==> images/logic_types.png <==
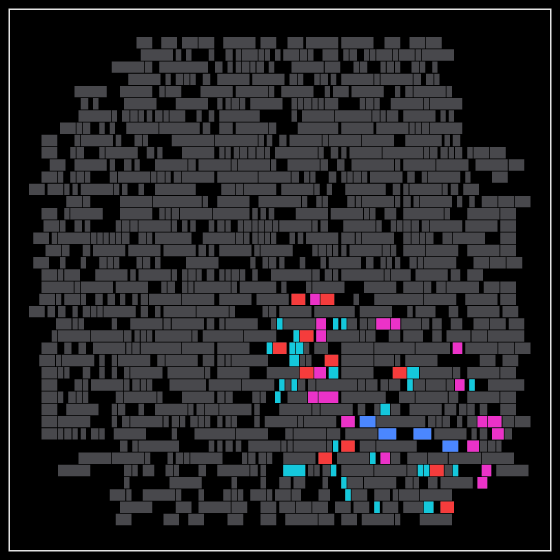
==> images/layer_met2.png <==
Scale bar: 20 um.
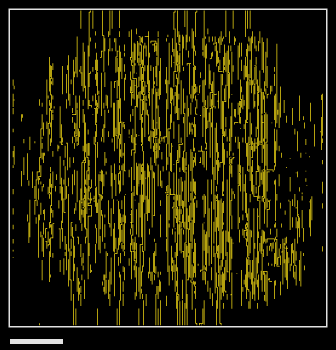
==> images/congestion.png <==
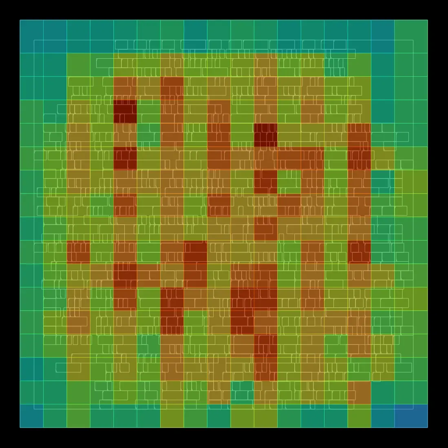
==> images/flops_by_reg.png <==
Scale bar: 20 um. Other sequential cells in the stronger grey, the rest of the logic in the fainter grey.
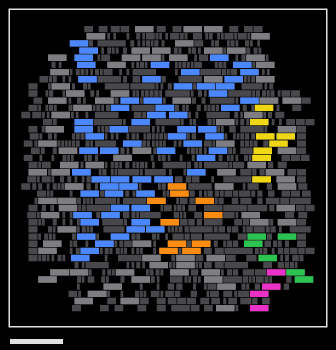
==> images/layer_met3.png <==
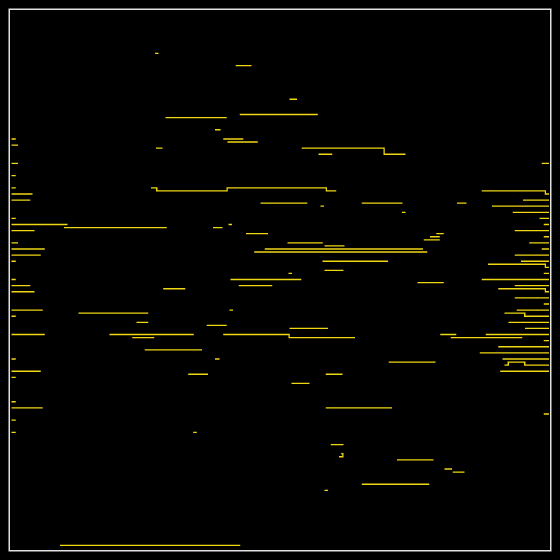
$ cat config.mk
export PLATFORM = sky130hd
export DESIGN_NAME = display_scan_driver
export DESIGN_NICKNAME = d
export VERILOG_FILES = /design/src/rtl/display_scan_driver_pkg.sv /design/src/rtl/display_scan_driver_timebase.sv /design/src/rtl/display_scan_driver.sv
export SDC_FILE = /design/constraint.sdc
export NUM_CORES = 1
export LEC_CHECK = 0
export CORE_MARGIN = 4
export CORE_UTILIZATION = 54
export CTS_CLUSTER_DIAMETER = 200
export DETAILED_ROUTE_END_ITERATION = 16
export PLACE_DENSITY = 0.79
export SYNTH_ARGS = -nofsm -noshare
export SYNTH_HDL_FRONTEND = slang
export SYNTH_SLANG_ARGS = --single-unit
$ cat constraint.sdc
create_clock -name clk_i -period 2.66 [get_ports clk_i]
set_input_delay 0.532 -clock clk_i [delete_from_list [all_inputs] [get_ports clk_i]]
set_output_delay 0.532 -clock clk_i [all_outputs]
set_load 0.005 [all_outputs]
$ cat src/rtl/display_scan_driver_pkg.sv
// Shared types and helpers for the multiplexed seven-segment scan driver.
// Pin polarity is applied per bit so anode and cathode buses invert alike.
package display_scan_driver_pkg;

   localparam int unsigned SegDp = 7;

   typedef logic [SegDp:0] seg_t;

   function automatic logic pin_polarity(
      input logic value,
      input logic active_low
   );
      return value ^ active_low;
   endfunction

endpackage

$ cat src/rtl/display_scan_driver_timebase.sv
// Scan timebase: dwell counter, digit pointer and blink divider.
// A boundary is the last cycle of a sweep, or any cycle while disabled.
module scan_timebase
   import display_scan_driver_pkg::*;
#(
   parameter int unsigned NumDigits   = 8,
   parameter int unsigned DwellCycles = 1000,
   parameter int unsigned DeadCycles  = 2,
   parameter int unsigned BlinkSweeps = 64,
   localparam int unsigned DigitW     = $clog2(NumDigits)
) (
   input  logic              clk_i,
   input  logic              rst_i,
   input  logic              enable_i,
   output logic [DigitW-1:0] digit_o,
   output logic              in_dead_o,
   output logic              boundary_o,
   output logic              blink_phase_o
);

   localparam int unsigned DwellW = $clog2(DwellCycles);
   localparam int unsigned BlinkW =
      (BlinkSweeps > 1) ? $clog2(BlinkSweeps) : 1;

   logic [DwellW-1:0] dwell_q, dwell_d;
   logic [DigitW-1:0] digit_q, digit_d;
   logic [BlinkW-1:0] blink_q, blink_d;
   logic              phase_q, phase_d;
   logic              dwell_end;
   logic              sweep_end;

   assign dwell_end = (dwell_q == DwellW'(DwellCycles - 1));
   assign sweep_end = dwell_end && (digit_q == DigitW'(NumDigits - 1));

   always_comb begin
      dwell_d = dwell_q;
      digit_d = digit_q;
      blink_d = blink_q;
      phase_d = phase_q;
      if (!enable_i) begin
         dwell_d = '0;
         digit_d = '0;
         blink_d = '0;
      end else begin
         dwell_d = dwell_end ? '0 : dwell_q + 1'b1;
         if (dwell_end) begin
            digit_d = sweep_end ? '0 : digit_q + 1'b1;
         end
         if (sweep_end) begin
            if (blink_q == BlinkW'(BlinkSweeps - 1)) begin
               blink_d = '0;
               phase_d = ~phase_q;
            end else begin
               blink_d = blink_q + 1'b1;
            end
         end
      end
   end

   always_ff @(posedge clk_i) begin
      if (rst_i) begin
         dwell_q <= '0;
         digit_q <= '0;
         blink_q <= '0;
         phase_q <= 1'b0;
      end else begin
         dwell_q <= dwell_d;
         digit_q <= digit_d;
         blink_q <= blink_d;
         phase_q <= phase_d;
      end
   end

   assign digit_o       = digit_q;
   assign in_dead_o     = (dwell_q < DwellW'(DeadCycles));
   assign boundary_o    = !enable_i || sweep_end;
   assign blink_phase_o = phase_q;

endmodule

$ cat src/rtl/display_scan_driver.sv
// Multiplexed seven-segment scan engine with double-buffered frames,
// PWM brightness, per-digit blink and selectable pin polarity.
module display_scan_driver
   import display_scan_driver_pkg::*;
#(
   parameter int unsigned NumDigits   = 8,
   parameter int unsigned DwellCycles = 1000,
   parameter int unsigned DeadCycles  = 2,
   parameter int unsigned PwmBits     = 4,
   parameter int unsigned BlinkSweeps = 64,
   parameter bit          ActiveLow   = 1'b1
) (
   input  logic                      clk_i,
   input  logic                      rst_i,
   input  logic [NumDigits-1:0][7:0] frame_i,
   input  logic                      frame_valid_i,
   output logic                      frame_ready_o,
   input  logic [PwmBits-1:0]        brightness_i,
   input  logic [NumDigits-1:0]      blink_mask_i,
   input  logic                      enable_i,
   output logic                      sweep_done_o,
   output logic [7:0]                segments_cathode_o,
   output logic [NumDigits-1:0]      segments_anode_o
);

   localparam int unsigned DigitW = $clog2(NumDigits);
   localparam logic        OffBit = pin_polarity(1'b0, ActiveLow);

   seg_t [NumDigits-1:0] active_q, active_d;
   seg_t [NumDigits-1:0] shadow_q, shadow_d;
   logic                 pending_q, pending_d;
   logic [PwmBits-1:0]   brightness_q, brightness_d;
   logic [PwmBits-1:0]   pwm_q, pwm_d;
   logic [NumDigits-1:0] anode_q, anode_d;
   seg_t                 cathode_q, cathode_d;
   logic                 done_q, done_d;

   logic [DigitW-1:0]    digit;
   logic                 in_dead;
   logic                 boundary;
   logic                 blink_phase;
   logic                 accept;
   logic                 swap;
   logic                 pwm_on;
   logic                 blanked;
   logic                 lit;

   scan_timebase #(
      .NumDigits  (NumDigits),
      .DwellCycles(DwellCycles),
      .DeadCycles (DeadCycles),
      .BlinkSweeps(BlinkSweeps)
   ) u_timebase (
      .clk_i        (clk_i),
      .rst_i        (rst_i),
      .enable_i     (enable_i),
      .digit_o      (digit),
      .in_dead_o    (in_dead),
      .boundary_o   (boundary),
      .blink_phase_o(blink_phase)
   );

   assign accept  = frame_valid_i && !pending_q;
   assign swap    = boundary && pending_q;
   assign pwm_on  = (&brightness_q) || (pwm_q < brightness_q);
   assign blanked = blink_phase && blink_mask_i[digit];
   assign lit     = enable_i && !in_dead && pwm_on && !blanked;

   // Swap and accept are exclusive: accept needs pending clear.
   always_comb begin
      shadow_d     = shadow_q;
      active_d     = active_q;
      pending_d    = pending_q;
      brightness_d = brightness_q;
      if (swap) begin
         active_d  = shadow_q;
         pending_d = 1'b0;
      end
      if (accept) begin
         shadow_d  = frame_i;
         pending_d = 1'b1;
      end
      if (boundary) begin
         brightness_d = brightness_i;
      end
   end

   always_comb begin
      anode_d   = '0;
      cathode_d = '0;
      for (int i = 0; i < NumDigits; i++) begin
         anode_d[i] = pin_polarity(
            lit && (digit == DigitW'(i)), ActiveLow);
      end
      for (int i = 0; i <= SegDp; i++) begin
         cathode_d[i] = pin_polarity(
            lit && active_q[digit][i], ActiveLow);
      end
   end

   assign pwm_d  = pwm_q + 1'b1;
   assign done_d = boundary && enable_i;

   always_ff @(posedge clk_i) begin
      if (rst_i) begin
         active_q     <= '0;
         shadow_q     <= '0;
         pending_q    <= 1'b0;
         brightness_q <= '0;
         pwm_q        <= '0;
         anode_q      <= {NumDigits{OffBit}};
         cathode_q    <= {(SegDp + 1){OffBit}};
         done_q       <= 1'b0;
      end else begin
         active_q     <= active_d;
         shadow_q     <= shadow_d;
         pending_q    <= pending_d;
         brightness_q <= brightness_d;
         pwm_q        <= pwm_d;
         anode_q      <= anode_d;
         cathode_q    <= cathode_d;
         done_q       <= done_d;
      end
   end

   assign frame_ready_o      = !pending_q;
   assign sweep_done_o       = done_q;
   assign segments_cathode_o = cathode_q;
   assign segments_anode_o   = anode_q;

endmodule
==> flow_summary.json <==
{
  "status": "finished, final reports clean",
  "peakVddDrop_mv": 0.372,
  "p_per_area_mw_per_mm2": 681,
  "yosysMostFrequentCell": "nand2_1",
  "reg_top3": "active_q: 64 flops, shadow_q: 64 flops, u_timebase.dwell_q: 10 flops",
  "finalPower_w": 0.00582,
  "ys_cells": 800,
  "mux_share_pct": 7.04,
  "vias_per_cell": 5.35,
  "ys_top_cells_by_count": "nand2_1, dfxtp_1, a21oi_1",
  "finalWeightedCongestion": 0.790,
  "overflow": 0,
  "io_pins": 98,
  "route.met3.wl_um": 849,
  "hold_slack_ps": 449,
  "initial_core_util_pct": 55.9,
  "dieWidth_um": 120,
  "area_leaders": "dfxtp_1, nand2_1, a21oi_1",
  "p_switching_w": 0.00132,
  "synth_warnings": 0,
  "avgSynthCellArea_um2": 8.49,
  "numPortBuffers": 97,
  "crit_type": "flop to flop",
  "ys_seq_share_pct": 51.3,
  "syn_to_final_growth_pct": 25.9,
  "grt_first_pass_wirelength_mm": 25.9,
  "rsz0062_at_grt": "no",
  "layout_top_cells": "nand2_1, dfxtp_1, a21oi_1",
  "setup_ws_ps": 504,
  "p_seq_share_pct": 47.1,
  "slew_violations": 0,
  "drv_cap": 0,
  "drc": 0,
  "ant_nets": 0,
  "cp_max_fo": 64,
  "htreeDepth": 4,
  "wl_met2_mm": 7.70,
  "hold_class": "flop to flop",
  "power.internal_w": 0.00450,
  "numCtsBuffers": 17,
  "power.clock.total_w": 0.00267,
  "top_area_share_pct": 51.3
}
Notes on logic_types.png above:
- red: XOR/XNOR gates (cells 11; most used xnor2_1)
- blue: AND-OR and OR-AND gates (cells 4; where lower right)
- magenta: AND and OR gates (cells 18; most used and3_1)
- cyan: NOR gates (cells 27; most used nor2_1)
Final Instance Count excl. Fillers: 1,054
multi-input combinational area share: 35.9%

Notes on layer_met2.png above:
- share of all routed wire: 49%
- main direction: vertical
- longest straight run: 44.2 um
met2 Use GR: 36.9%
DR vias: 5,644
total routed wirelength: 15.8 mm

Notes on congestion.png above:
Final Core Density: 70.3%
GRT busiest layer: met2
met3 Track Usage GR: 5.33%
overall routing resource usage: 22.0%
met1 GRT Util: 27.7%

Notes on flops_by_reg.png above:
- magenta: pwm_q (placed flops 4; where lower right)
- green: u_timebase.blink_q (placed flops 6; where lower right)
- blue: active_q (placed flops 64)
- orange: u_timebase.dwell_q (placed flops 10)
- yellow: segments_cathode_o (placed flops 8; where middle right)
Seq group: 0.00274 W
flop share of the area: 40.7%
Storage cell area: 0.00348 mm2

Notes on layer_met3.png above:
- wire length on this layer: 849 um
- nets with wire on the layer: 96
- main direction: horizontal
- longest straight run: 39.8 um

[worst reg2reg max path, cell delays in order (launching register included)]
cell and delay, ps:
dfxtp_1 440, ha_1 220, ha_1 320, and2_1 250
a41o_2 240, buf_12 250, nand2_1 170, a21oi_1 180
[final timing paths]
path                    startpoint            to  cells past startpoint
min                   shadow_q[44]  active_q[44]                      2
max reg2reg  u_timebase.digit_o[0]   active_q[9]                      7
min reg2reg           shadow_q[44]  active_q[44]                      2
max          u_timebase.digit_o[0]   active_q[9]                      7
[layout make-up]
class / count / area share, %
Timing Repair Buffer: 109 / 13.0
Clock buffer: 18 / 5.14
Inverter: 10 / 0.439
Multi-Input combinational cell: 561 / 35.9
Clock inverter: 14 / 2.39
Sequential cell: 174 / 40.7
Tap cell: 168 / 2.46
Power figures rest on the tool's default switching activity, not on a simulated workload.
